--- src/rtl/regfile_pkg.sv ---
// Shared sizes and types for the register-file issue scoreboard.
// Contents: register count and index widths, the outstanding-counter width,
// the statistics counter width, index/mask typedefs and a one-hot helper.
package regfile_pkg;

    localparam int unsigned NREGS  = 32;
    localparam int unsigned AW     = 5;
    localparam int unsigned OUTW   = 6;
    localparam int unsigned STAT_W = 32;

    typedef logic [AW-1:0]    reg_idx_t;
    typedef logic [NREGS-1:0] reg_mask_t;

    localparam reg_idx_t REG_ZERO = 5'd0;

    // One-hot mask selecting a single register index.
    function automatic reg_mask_t onehot(input reg_idx_t idx);
        onehot = reg_mask_t'(1) << idx;
    endfunction

endpackage

--- src/rtl/sb_stat_counter.sv ---
// Event counter used by the scoreboard statistics.
// Parameters:
//   WIDTH    counter width
//   SATURATE 1: hold at all-ones once reached; 0: wrap to zero
// Ports:
//   clk    system clock, rising edge
//   rst    synchronous reset, active high
//   inc    count one event this cycle
//   count  registered counter value
module sb_stat_counter #(
    parameter int unsigned WIDTH    = 32,
    parameter bit          SATURATE = 1'b0
) (
    input  logic             clk,
    input  logic             rst,
    input  logic             inc,
    output logic [WIDTH-1:0] count
);

    // Counter register; saturation only applies when the parameter selects it.
    always_ff @(posedge clk) begin
        if (rst) begin
            count <= '0;
        end else if (inc) begin
            if (SATURATE && (&count)) begin
                count <= count;
            end else begin
                count <= count + WIDTH'(1);
            end
        end
    end

endmodule

--- src/rtl/regfile_scoreboard.sv ---
// Issue-side scoreboard for the 32x32 register file. Tracks registers with
// writes in flight and stalls issue on RAW/WAW hazards. A writeback retiring
// a register is visible to issue in the same cycle, matching the register
// file's write-through read.
// Optional feature macro: SCOREBOARD_STATS_EN adds stall/issue counters.
// Ports:
//   clk, rst       clock and synchronous active-high reset
//   issue_valid    decode presents an instruction
//   issue_ready    combinational accept; issue fires on valid && ready
//   issue_rs/rt    source registers; issue_rt_use qualifies rt
//   issue_rd       destination register; issue_rd_we qualifies it
//   wb_valid/wb_rd writeback retire of one register
//   flush          discard all in-flight writes
//   busy           registered pending-write bitmap (bit 0 always 0)
//   outstanding    registered count of busy registers
//   wb_err         sticky flag: retire of a register that was not busy
//   stall_cycles   (stats only) saturating count of stalled issue cycles
//   issue_count    (stats only) wrapping count of accepted issues
module regfile_scoreboard
    import regfile_pkg::*;
(
    input  logic              clk,
    input  logic              rst,
    input  logic              issue_valid,
    output logic              issue_ready,
    input  logic [AW-1:0]     issue_rs,
    input  logic [AW-1:0]     issue_rt,
    input  logic              issue_rt_use,
    input  logic [AW-1:0]     issue_rd,
    input  logic              issue_rd_we,
    input  logic              wb_valid,
    input  logic [AW-1:0]     wb_rd,
    input  logic              flush,
    output logic [NREGS-1:0]  busy,
    output logic [OUTW-1:0]   outstanding,
    output logic              wb_err
`ifdef SCOREBOARD_STATS_EN
    ,
    output logic [STAT_W-1:0] stall_cycles,
    output logic [STAT_W-1:0] issue_count
`endif
);

    reg_mask_t wb_mask_c;
    reg_mask_t eff_busy_c;
    reg_mask_t clr_mask_c;
    reg_mask_t set_mask_c;
    reg_mask_t after_clr_c;
    reg_mask_t busy_next_c;
    logic      fire_c;
    logic      wb_hit_c;
    logic      set_new_c;

    // Same-cycle retire bypass: a register being written back is already free.
    always_comb begin
        wb_mask_c  = wb_valid ? onehot(wb_rd) : '0;
        eff_busy_c = busy & ~wb_mask_c;
    end

    // Ready never looks at issue_valid, so there is no loop back into decode.
    assign issue_ready = !flush && !rst
                       && !eff_busy_c[issue_rs]
                       && !(issue_rt_use && eff_busy_c[issue_rt])
                       && !(issue_rd_we  && eff_busy_c[issue_rd]);

    assign fire_c = issue_valid && issue_ready;

    // Clear first, then set: a same-register retire+issue leaves it busy.
    always_comb begin
        wb_hit_c    = wb_valid && (wb_rd != REG_ZERO) && busy[wb_rd];
        clr_mask_c  = wb_hit_c ? onehot(wb_rd) : '0;
        set_mask_c  = (fire_c && issue_rd_we && (issue_rd != REG_ZERO))
                    ? onehot(issue_rd) : '0;
        after_clr_c = busy & ~clr_mask_c;
        set_new_c   = |(set_mask_c & ~after_clr_c);
        busy_next_c = (after_clr_c | set_mask_c) & ~reg_mask_t'(1);
    end

    // Bitmap, outstanding count and sticky error; flush leaves wb_err alone.
    always_ff @(posedge clk) begin
        if (rst) begin
            busy        <= '0;
            outstanding <= '0;
            wb_err      <= 1'b0;
        end else if (flush) begin
            busy        <= '0;
            outstanding <= '0;
        end else begin
            busy        <= busy_next_c;
            outstanding <= outstanding + OUTW'(set_new_c) - OUTW'(wb_hit_c);
            if (wb_valid && !wb_hit_c) begin
                wb_err <= 1'b1;
            end
        end
    end

`ifdef SCOREBOARD_STATS_EN
    logic stall_c;

    assign stall_c = issue_valid && !issue_ready && !flush;

    sb_stat_counter #(
        .WIDTH    (STAT_W),
        .SATURATE (1'b1)
    ) u_stall_cnt (
        .clk   (clk),
        .rst   (rst),
        .inc   (stall_c),
        .count (stall_cycles)
    );

    sb_stat_counter #(
        .WIDTH    (STAT_W),
        .SATURATE (1'b0)
    ) u_issue_cnt (
        .clk   (clk),
        .rst   (rst),
        .inc   (fire_c),
        .count (issue_count)
    );
`endif

endmodule

--- config.mk ---
export PLATFORM = sky130hd
export DESIGN_NAME = regfile_scoreboard
export DESIGN_NICKNAME = d
export VERILOG_FILES = /design/src/rtl/regfile_pkg.sv /design/src/rtl/sb_stat_counter.sv /design/src/rtl/regfile_scoreboard.sv
export SDC_FILE = /design/constraint.sdc
export NUM_CORES = 1
export LEC_CHECK = 0
export ABC_AREA = 1
export CAP_MARGIN = 20
export CORE_UTILIZATION = 30
export DETAILED_ROUTE_END_ITERATION = 6
export DONT_BUFFER_PORTS = 1
export PLACE_DENSITY_LB_ADDON = 0.1
export SLEW_MARGIN = 10
export SYNTH_ARGS = -nofsm -noshare
export SYNTH_HDL_FRONTEND = slang
export SYNTH_SLANG_ARGS = --single-unit
--- constraint.sdc ---
create_clock -name clk -period 4.8 [get_ports clk]
set_input_delay 0.96 -clock clk [delete_from_list [all_inputs] [get_ports clk]]
set_output_delay 0.96 -clock clk [all_outputs]
set_load 0.05 [all_outputs]
**Clock wires, drivers and flops**

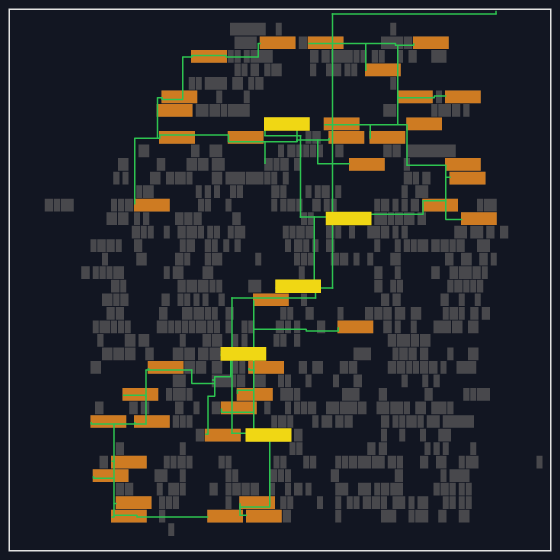
[green] clock wires | length: 641 um
[orange] flip-flops | count: 38
[yellow] cells driving clock nets | count: 5
routed clock nets: 6

**Placement view**

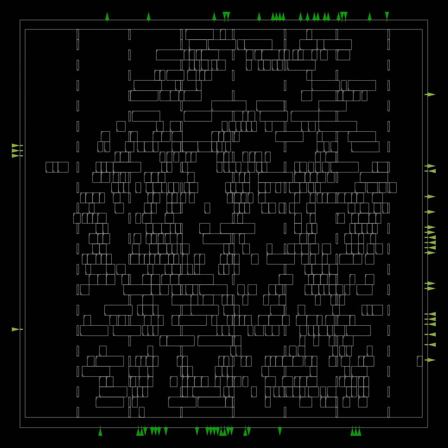
flop count: 38
Seq/total area: 0.2081
Finished Core Util: 0.3343
Non-Filler Instances: 703
core area: 10,940 sq um

==> notes.md <==
run metrics: status=complete, no violations, Dominant cell area share=0.2232, vias per inst=5.686, first drt pass iteration count=5, routing usage on met3=0.03677, Log Warnings=26, Final Hold Viols=0, reg2reg setup slack=roughly 1.1 ns, CTS tree=yes, synth top area cells=dfxtp_1 22%, nand2_1 16%, nand3_1 12%, largest net degree at the start of global routing=34, number of global-route vias before repair=3,676, sequential area share after synthesis=0.2232, crit path to=outstanding[4]$_SDFF_PP0_, post-cts sizing count=0, Layout area overhead=7.269%, fin. max-slew vios=0, Non-clock buffers, area share=0.03217, FMAX=approximately 240 MHz, yosys stat area=3408 sq um, fp util=0.3117, Reg clk slew, reported paths=0.06 ns, cell depth of the worst flop-to-flop path=19, clock sink count=38, number of enable flip-flop cells=0, Synth Net Count=610, GRT Residual Overflow=0, setup bufs post-CTS=0, Crit Path Class=in -> reg, required time of the critical path=5.03 ns, FF+latch count, synth=38, worst-path fanout max=7, Final min period=4.208 ns, Setup crit start kind=input port, unrepaired setup endpoints after global routing=false
==> flip-flops by register name, summed over array words and instances (netlist names) <==
register,flops
busy,31
outstanding,6
wb_err,1
==> layout by cell type, fill, tap and decap left out, types with 7 or more instances in the layout <==
cell and instances:
a21oi_1 46, a22oi_1 7, buf_4 12, dfxtp_1 38, inv_1 44, nand2_1 143
nand3_1 81, nand4_1 43, nor2_1 69, o211ai_1 13
==> per-stage QoR <==
| stage | instance area (sq um) | hold WS, ns | setup WS, ns | std cells |
|---|---|---|---|---|
| CTS | 3628 | 0.6921 | 0.6205 | 702 |
| finish | 3656 | 0.6860 | 0.5922 | 703 |
| floorplan | 3408 | 0.6608 | 0.3676 | 576 |
| global route | 3656 | 0.7347 | 0.3040 | 703 |
| detailed placement | 3477 | 0.6820 | 0.3226 | 694 |
| global placement | 3477 | 0.6860 | 0.4160 | 694 |
==> synth_stat cells (6+ instances only) <==
library cell	n
nand3_1	81
a21oi_1	46
inv_1	44
a22oi_1	7
dfxtp_1	38
nand4_1	43
o21ai_0	6
ha_1	6
buf_2	10
nand2_1	143
o211ai_1	13
nor2_1	69
o21ai_1	6
clkbuf_1	13
==> metal layers <==
| layer | routed length [um] | share of wire |
|---|---|---|
| met5 | 0 | 0 |
| met1 | 6086 | 0.43 |
| met4 | 201 | 0.014 |
| met2 | 6547 | 0.46 |
| met3 | 1333 | 0.094 |
==> how the worst min path moves through the flow <==
| stage | slack (ns) | start | end | depth (start not counted) |
|---|---|---|---|---|
| after detailed placement | 0.68 | wb_err$_SDFFE_PP0P_ | wb_err$_SDFFE_PP0P_ | 2 |
| final | 0.69 | wb_err$_SDFFE_PP0P_ | wb_err$_SDFFE_PP0P_ | 2 |
| after global placement | 0.69 | wb_err$_SDFFE_PP0P_ | wb_err$_SDFFE_PP0P_ | 2 |
| after floorplan | 0.66 | wb_err$_SDFFE_PP0P_ | wb_err$_SDFFE_PP0P_ | 2 |
| after global routing | 0.73 | rst | wb_err$_SDFFE_PP0P_ | 1 |
| after CTS | 0.69 | wb_err$_SDFFE_PP0P_ | wb_err$_SDFFE_PP0P_ | 2 |
==> power by group <==
group | switching (W) | internal [W]
sequential | 0.0000201 | 0.000320
clock | 0.000140 | 0.000206
combinational | 0.000114 | 0.0000523
==> worst max-delay path, stage by stage <==
cell and delay [ns]:
nor2_1 0.27, buf_4 0.23, nand3_2 0.09, o21ai_1 0.26, nor2_1 0.07, nor2_1 0.10
nand2_1 0.05, nand2_1 0.10, nand2_1 0.06, nand3_1 0.10, nand3_2 0.10, nor2_4 0.13
and2_1 0.14, nand2_1 0.06, ha_1 0.28, inv_1 0.04, ha_1 0.20, fa_1 0.42
nand2_1 0.08, inv_1 0.04, or2_2 0.27, a21oi_1 0.16, o21ai_0 0.09, a21oi_1 0.13
==> cells by family (layout without fill, tap and decap cells) <==
group,after synthesis,in the layout,synth area share
and+or+nand+nor,361,361,0.4912
buffers and inverters,85,72,0.1142
AOI/OAI and AO/OA,83,83,0.1399
DFF,38,38,0.2232
adders and majority gates,7,7,0.02790
other,1,1,0.001100
xor gates and xnor gates,1,1,0.002570
Power figures rest on the tool's default switching activity, not on a simulated workload.
